<file path="src/rtl/soc_int_pkg.sv">
// rtl/soc_int_pkg.sv - shared types for the interrupt router and its per-source channels
package soc_int_pkg;

    typedef enum logic [1:0] {
        INT_LEVEL = 2'd0,
        INT_RISE  = 2'd1,
        INT_FALL  = 2'd2,
        INT_BOTH  = 2'd3
    } int_mode_t;

    // Field order matches the cfg_wdata/cfg_rdata byte: [7:3] target, [2:1] mode, [0] enable.
    typedef struct packed {
        logic [4:0] target;
        int_mode_t  mode;
        logic       enable;
    } int_cfg_t;

    localparam int_cfg_t INT_CFG_RESET = '{target: 5'd0, mode: INT_LEVEL, enable: 1'b0};

endpackage

</file>
<file path="src/rtl/soc_int_channel.sv">
// rtl/soc_int_channel.sv - one interrupt source: synchroniser, edge history, mode decode, pending flop
module soc_int_channel
    import soc_int_pkg::*;
#(
    parameter int SYNC_STAGES = 2
) (
    input  logic      clk,
    input  logic      res_n,
    input  logic      src,
    input  int_mode_t mode,
    input  logic      clr,
    input  logic      cfg_load,
    output logic      pending
);

    logic [SYNC_STAGES-1:0] sync_q;
    logic                   s_sync;
    logic                   s_prev;
    logic                   set_evt;

    assign s_sync = sync_q[SYNC_STAGES-1];

    always_comb begin
        set_evt = 1'b0;
        case (mode)
            INT_RISE: set_evt = s_sync & ~s_prev;
            INT_FALL: set_evt = ~s_sync & s_prev;
            INT_BOTH: set_evt = s_sync ^ s_prev;
            default:  set_evt = 1'b0;
        endcase
    end

    // s_prev always tracks s_sync, so a config reload naturally re-bases the edge history.
    always_ff @(posedge clk or negedge res_n) begin
        if (!res_n) begin
            sync_q  <= '0;
            s_prev  <= 1'b0;
            pending <= 1'b0;
        end else begin
            sync_q[0] <= src;
            for (int i = 1; i < SYNC_STAGES; i++) begin
                sync_q[i] <= sync_q[i-1];
            end
            s_prev <= s_sync;
            if (cfg_load) begin
                pending <= 1'b0;
            end else if (mode == INT_LEVEL) begin
                pending <= s_sync;
            end else if (set_evt) begin
                pending <= 1'b1;
            end else if (clr) begin
                pending <= 1'b0;
            end
        end
    end

endmodule

</file>
<file path="src/rtl/soc_int_router.sv">
// rtl/soc_int_router.sv - interrupt router top: config store, per-source channels, trigger OR-routing
// Optional SOC_INT_ROUTER_PRIO_EN adds the top_valid/top_id priority encoder outputs.
module soc_int_router
    import soc_int_pkg::*;
#(
    parameter int SOURCE_COUNT  = 16,
    parameter int TRIGGER_COUNT = 32,
    parameter int SYNC_STAGES   = 2,
    parameter int SRC_IDX_W     = (SOURCE_COUNT > 1) ? $clog2(SOURCE_COUNT) : 1
) (
    input  logic                     clk,
    input  logic                     res_n,
    input  logic [SOURCE_COUNT-1:0]  src_in,
    input  logic                     cfg_we,
    input  logic [SRC_IDX_W-1:0]     cfg_sel,
    input  logic [7:0]               cfg_wdata,
    output logic [7:0]               cfg_rdata,
    input  logic                     clr_we,
    input  logic [SRC_IDX_W-1:0]     clr_sel,
    output logic [SOURCE_COUNT-1:0]  pending,
    output logic [TRIGGER_COUNT-1:0] int_triggers
`ifdef SOC_INT_ROUTER_PRIO_EN
    ,
    output logic                     top_valid,
    output logic [SRC_IDX_W-1:0]     top_id
`endif
);

    int_cfg_t                 cfg_q [SOURCE_COUNT];
    logic                     cfg_sel_ok;
    logic [SOURCE_COUNT-1:0]  active;
    logic [TRIGGER_COUNT-1:0] trig_next;

    assign cfg_sel_ok = 32'(cfg_sel) < 32'(SOURCE_COUNT);
    assign cfg_rdata  = cfg_sel_ok ? cfg_q[cfg_sel] : 8'h00;

    always_ff @(posedge clk or negedge res_n) begin
        if (!res_n) begin
            for (int i = 0; i < SOURCE_COUNT; i++) begin
                cfg_q[i] <= INT_CFG_RESET;
            end
        end else if (cfg_we && cfg_sel_ok) begin
            cfg_q[cfg_sel] <= int_cfg_t'(cfg_wdata);
        end
    end

    for (genvar g = 0; g < SOURCE_COUNT; g++) begin : g_ch
        soc_int_channel #(
            .SYNC_STAGES (SYNC_STAGES)
        ) u_ch (
            .clk      (clk),
            .res_n    (res_n),
            .src      (src_in[g]),
            .mode     (cfg_q[g].mode),
            .clr      (clr_we && (clr_sel == SRC_IDX_W'(g))),
            .cfg_load (cfg_we && (cfg_sel == SRC_IDX_W'(g))),
            .pending  (pending[g])
        );
        assign active[g] = pending[g] & cfg_q[g].enable;
    end

    // Targets at or beyond TRIGGER_COUNT simply match no output bit.
    always_comb begin
        trig_next = '0;
        for (int i = 0; i < SOURCE_COUNT; i++) begin
            for (int t = 0; t < TRIGGER_COUNT; t++) begin
                if (active[i] && (32'(cfg_q[i].target) == 32'(t))) begin
                    trig_next[t] = 1'b1;
                end
            end
        end
    end

    always_ff @(posedge clk or negedge res_n) begin
        if (!res_n) begin
            int_triggers <= '0;
        end else begin
            int_triggers <= trig_next;
        end
    end

`ifdef SOC_INT_ROUTER_PRIO_EN
    logic [SRC_IDX_W-1:0] top_id_next;

    always_comb begin
        top_id_next = '0;
        for (int i = SOURCE_COUNT - 1; i >= 0; i--) begin
            if (active[i]) begin
                top_id_next = SRC_IDX_W'(i);
            end
        end
    end

    always_ff @(posedge clk or negedge res_n) begin
        if (!res_n) begin
            top_valid <= 1'b0;
            top_id    <= '0;
        end else begin
            top_valid <= |active;
            top_id    <= top_id_next;
        end
    end
`endif

endmodule

</file>
<file path="config.mk">
export PLATFORM = sky130hd
export DESIGN_NAME = soc_int_router
export DESIGN_NICKNAME = d
export VERILOG_FILES = /design/src/rtl/soc_int_pkg.sv /design/src/rtl/soc_int_channel.sv /design/src/rtl/soc_int_router.sv
export SDC_FILE = /design/constraint.sdc
export NUM_CORES = 1
export LEC_CHECK = 0
export CAP_MARGIN = 20
export CORE_MARGIN = 3
export CORE_UTILIZATION = 25
export CTS_CLUSTER_SIZE = 28
export DETAILED_ROUTE_END_ITERATION = 16
export DONT_BUFFER_PORTS = 1
export MAX_ROUTING_LAYER = met4
export PLACE_DENSITY = 0.46
export SYNTH_ARGS = -nofsm -noshare
export SYNTH_HDL_FRONTEND = slang
export SYNTH_SLANG_ARGS = --single-unit
export TNS_END_PERCENT = 1
</file>
<file path="constraint.sdc">
create_clock -name clk -period 2.9 [get_ports clk]
set_input_delay 0.725 -clock clk [delete_from_list [all_inputs] [get_ports clk]]
set_output_delay 0.725 -clock clk [all_outputs]
set_load 0.02 [all_outputs]
</file>
**Run 1: pin map**

Drawn at 2 px/um. Pins as bars across the die edge, other pins in gray.
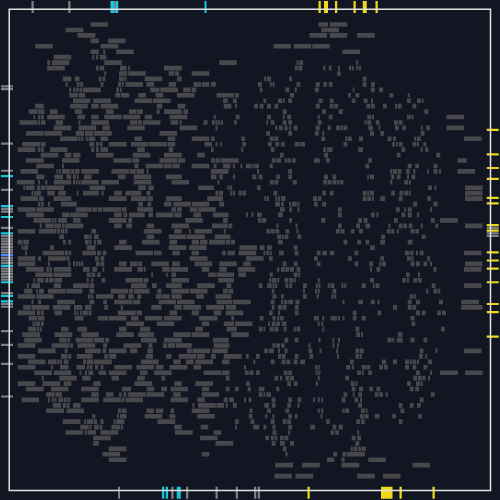
| port | color | pins | direction | edge |
|---|---|---|---|---|
| `cfg_we` | blue | 1 | input | left |
| `int_triggers` | yellow | 32 | output | 15 right, 9 bottom, 8 top |
| `pending` | cyan | 16 | output | 8 left, 4 bottom, 4 top |
all pins by edge: 39 left, 20 bottom, 18 right, 15 top
die span in x: 240 um
quantity of I/O buffers inserted on ports: 0
die height: 240 um

**Run 1: I/O nets highlighted**

Drawn at 1 px/um.
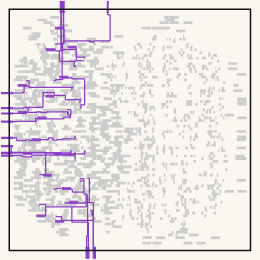
| port | color | bits | direction | edge | end cells | buffers | wire |
|---|---|---|---|---|---|---|---|
| `pending` | purple | 16 | output | 8 left, 4 bottom, 4 top | 16 | 0 | 1,530 um |
number of I/O pins: 92

==> out/highlights.md, run 1 <==
- Synth Area per Inst: 9.74 um^2
- share of the clock period used by the worst path after layout: 98.6%
- clock tree sinks: 224
- post-placement setup slack: 0.325 ns
- destination of the critical timing path: cfg_rdata[6]
- Crit path depth: 3
- Worst Hold Slack: -0.141 ns
- number of library cell types mapped by synthesis: 43
- Met1 Routed Length: 31,000 um
- internal power component: 7.30 mW
- critical-path maximum fanout: 7
- Fill cells: 5,672
- number of cells in the yosys synthesis report: 1,403
- drt pass-1 iters: 6
- Tool Warnings: 47
- violations in the final reports: negative hold slack
- number of buffer and inverter stages on the critical path: 0
- TritonCTS clock tree: done
- result of the run: finished with violations
- Iter 0 DRT Violations: 1,438
- portion of total power attributed to combinational logic: 32.2%
- worst path setup slack after routing: 0.0400 ns
- first-pass GRT wire length: 104,000 um
- buffer levels on the longest clock path: 3
- area of the mapped netlist: 13,700 um^2
- average detailed-routed wire length per instance: 35.7 um
- sequential cell area fraction in the yosys report: 41.0%
- number of antenna violations at the first check in global routing: 0
- type of element launching the critical path: flop
- total gr overflow: 0
- terminus of the critical flop-to-flop path: int_triggers[11]
- topmost layer with routed signal wires: met4
- floorplan core area: 53,900 um^2
- reported max-cap violation count: 0
- Max Clock Freq: 0.350 GHz
- Final Hold Viols: 224
- share of flip-flops with an asynchronous set or reset after synthesis: 100%
- Net count, final: 1,459
**Run 1: met2 routing**

Drawn at 2 px/um.
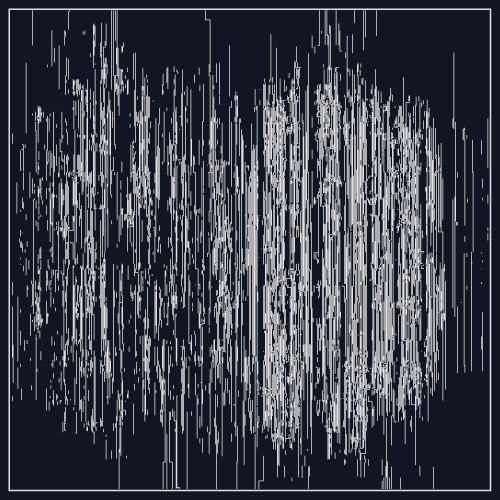
longest straight run: 139 um
main direction: vertical
share of all routed wire: 45%
wire length on this layer: 33.5 mm
nets with wire on the layer: 1,260

**Run 1: placement view**

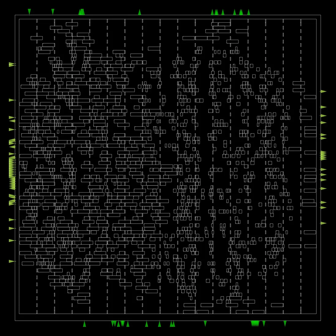
core utilization of the finished layout: 28.5%
std cell rows: 85

## run 1: placed cells by master (no fill, tap or decap), drive strengths merged, types with 2 or more instances in the layout
cell type,instances
o22ai,242
dfrtp,224
mux2,128
nor2,119
nand2,111
nand2b,66
nand3,49
inv,48
clkbuf,44
buf,37
mux4,32
a21oi,32
ha,32
or2,29
nor3,29
nor4,25
nor2b,21
nor3b,18
a22oi,17
and3,17
nand3b,17
and3b,16
mux2i,16
nand4,14
o31ai,7
clkinv,5
or3,4
o32ai,3
bufinv,2
## run 1: state kept, by name, summed over array words and instances (netlist names)
register	cells
int_triggers	32
g_ch.u_ch.s_prev	16
g_ch.u_ch.sync_q	32
cfg_q	128
g_ch.u_ch.pending	16
## run 1: metrics by stage
stage               instances  utilization (%)  setup TNS (ns)
finish                   2107             28.5               0
global route             2107             28.5        -0.00323
detailed placement       2056             26.8               0
floorplan                1403                -               0
global placement         2056             26.8               0
CTS                      2107             28.5               0
## run 1: layout make-up
type / count / area share, %
Sequential cell: 224 / 36.5
Clock buffer: 44 / 5.42
Clock inverter: 7 / 0.603
Timing Repair Buffer: 37 / 1.81
Multi-Input combinational cell: 1051 / 48.8
Inverter: 48 / 1.17
Tap cell: 696 / 5.67
## run 1: cells by family (layout without fill, tap and decap cells)
| family | after synthesis | in the layout |
|---|---|---|
| AND/OR/NAND/NOR | 538 | 538 |
| AND-OR/OR-AND | 305 | 305 |
| flip-flops | 224 | 224 |
| multiplexers | 176 | 176 |
| buffers and inverters | 128 | 136 |
| adder cells (fa/ha/maj) | 32 | 32 |
## run 1: power groups by stage
stage,Combinational [mW],Sequential [mW],Clock [mW]
finish,4.07,5.01,3.56
global route,4.15,5.12,3.83
CTS,3.90,5.00,3.68
detailed placement,3.89,5.06,0
global placement,3.96,5.04,0
floorplan,2.49,4.49,0
**Run 1: signal wires by layer**

Drawn at 1 px/um. Two of the layers only.
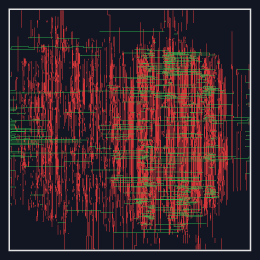

==> run 2: changes to the inputs <==
==> constraint.sdc (replaced) <==
create_clock -name clk -period 3.55 [get_ports clk]
set_input_delay 0.8875 -clock clk [delete_from_list [all_inputs] [get_ports clk]]
set_output_delay 0.8875 -clock clk [all_outputs]
set_load 0.02 [all_outputs]
**Run 2: signal wires by layer**

Drawn at 1 px/um. Two of the layers only.
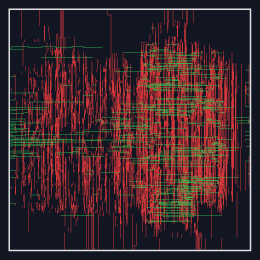
| layer | color | wire length |
|---|---|---|
| M3 | green | 6,750 um |
| M2 | red | 32.4 mm |

==> run 2 against run 1 <==
  * Register-to-register slack better by 0.64 ns
  * The flow now finishes without violations
  * Critical endpoint is now cfg_rdata[4]
  * Combinational power is 23% lower
  * Clock power is 18% lower
  * Critical path type unchanged
  * Worst hold slack improved by 0.15 ns
  * Via count decreased by 0.29%
  * Non-clock buffer count fell by 29
  * Cell count shrank 1.5%
  * Count of clock-buffer cells in the layout down 8
  * Setup slack improved by 0.43 ns
  * Critical path depth unchanged
==> out/highlights.md, run 2 <==
- average detailed-routed wire length per instance: 35.4 um
- quantity of I/O buffers inserted on ports: 0
- number of cells in the yosys synthesis report: 1,403
- number of antenna violations at the first check in global routing: 1
- die height: 240 um
- Inst Count DP: 2,026
- most common library cell in the layout ignoring fill and taps: sky130_fd_sc_hd__o22ai_1
- number of standard cells in the final layout excluding fillers: 2,076
- Top cells excl fill/tap: sky130_fd_sc_hd__o22ai_1 (242), sky130_fd_sc_hd__dfrtp_1 (224), sky130_fd_sc_hd__mux2_2 (112)
- reported max-cap violation count: 0
- area of the mapped netlist: 13,700 um^2
- clock group total power: 2.93 mW
- number of library cell types mapped by synthesis: 43
- clock tree sinks: 224
- number of buffer and inverter stages on the critical path: 0
- largest registers: cfg_q: 128 flops, g_ch.u_ch.sync_q: 32 flops, int_triggers: 32 flops
- total sequential power: 4.17 mW
- Tool Warnings: 46
- Final Hold Viols: 0
- sequential cell area fraction in the yosys report: 41.0%
- die span in x: 240 um
- floorplan core area: 53,900 um^2
- drt pass-1 iters: 8
- Fin Setup TNS: 0 ns
- internal power component: 5.86 mW
- number of I/O pins: 92
- type of element launching the critical path: flop
- power in combinational cells: 3.14 mW
- Max Clock Freq: 0.325 GHz
- topmost layer with routed signal wires: met4
- result of the run: complete, no violations
- buffer levels on the longest clock path: 3
- critical-path maximum fanout: 11
- Met1 Routed Length: 29,500 um
- std cell rows: 85
-- run 2: cell count changes in the layout (fill, tap and decap cells not counted), moves of 2 or more --
cell                       previous run  this run
sky130_fd_sc_hd__nand2_1            109       111
sky130_fd_sc_hd__nand2_2              2         0
sky130_fd_sc_hd__buf_4               37         7
sky130_fd_sc_hd__clkinv_2             3         7
sky130_fd_sc_hd__clkbuf_1            10         4
-- run 2: per-stage QoR --
stage               total power [mW]  cell area (um^2)  util, %  worst slack (ns)  hold WS, ns
floorplan                       5.70             13700        -             0.496        0.331
global placement                7.23             14200     26.3             0.661        0.333
detailed placement              7.19             14200     26.3             0.707        0.335
CTS                             10.2             15100     28.1             0.490      -0.0378
global route                    10.5             15100     28.1             0.424      -0.0287
finish                          10.2             15100     28.1             0.471      0.00572
-- run 2: cell type report --
class                      count  area, um^2
timing repair buffer           8        62.6
clock inverter                12         164
antenna                        1        2.50
tap                          696         871
clock buffer                  36         771
fill                        5662       38800
multi-input combinational   1051        7490
sequential                   224        5610
inverter                      48         180
-- run 2: cell families (layout without fill, tap and decap cells) --
logic type	Yosys count	after routing
compound gates	305	305
flops	224	224
fa+ha+maj	32	32
other cells	0	1
simple gates	538	538
mux	176	176
buf+inv	128	104
-- run 2: final timing paths --
kind,cells after the start,slack (ns),endpoint,startpoint
min in group clk,0,0.33,g_ch[2].u_ch.sync_q[0],src_in[2]
worst min-delay path,0,0.006,g_ch[7].u_ch.s_prev,res_n
worst max register to register,5,1.34,int_triggers[13],g_ch[7].u_ch.pending
max in group asynchronous,1,2.50,g_ch[4].u_ch.sync_q[0],res_n
worst max-delay path,3,0.47,cfg_rdata[4],cfg_q[52]
worst min register to register,0,0.35,g_ch[7].u_ch.sync_q[1],g_ch[7].u_ch.sync_q[0]
No activity file was given, so power comes from the tool's default toggle rates.
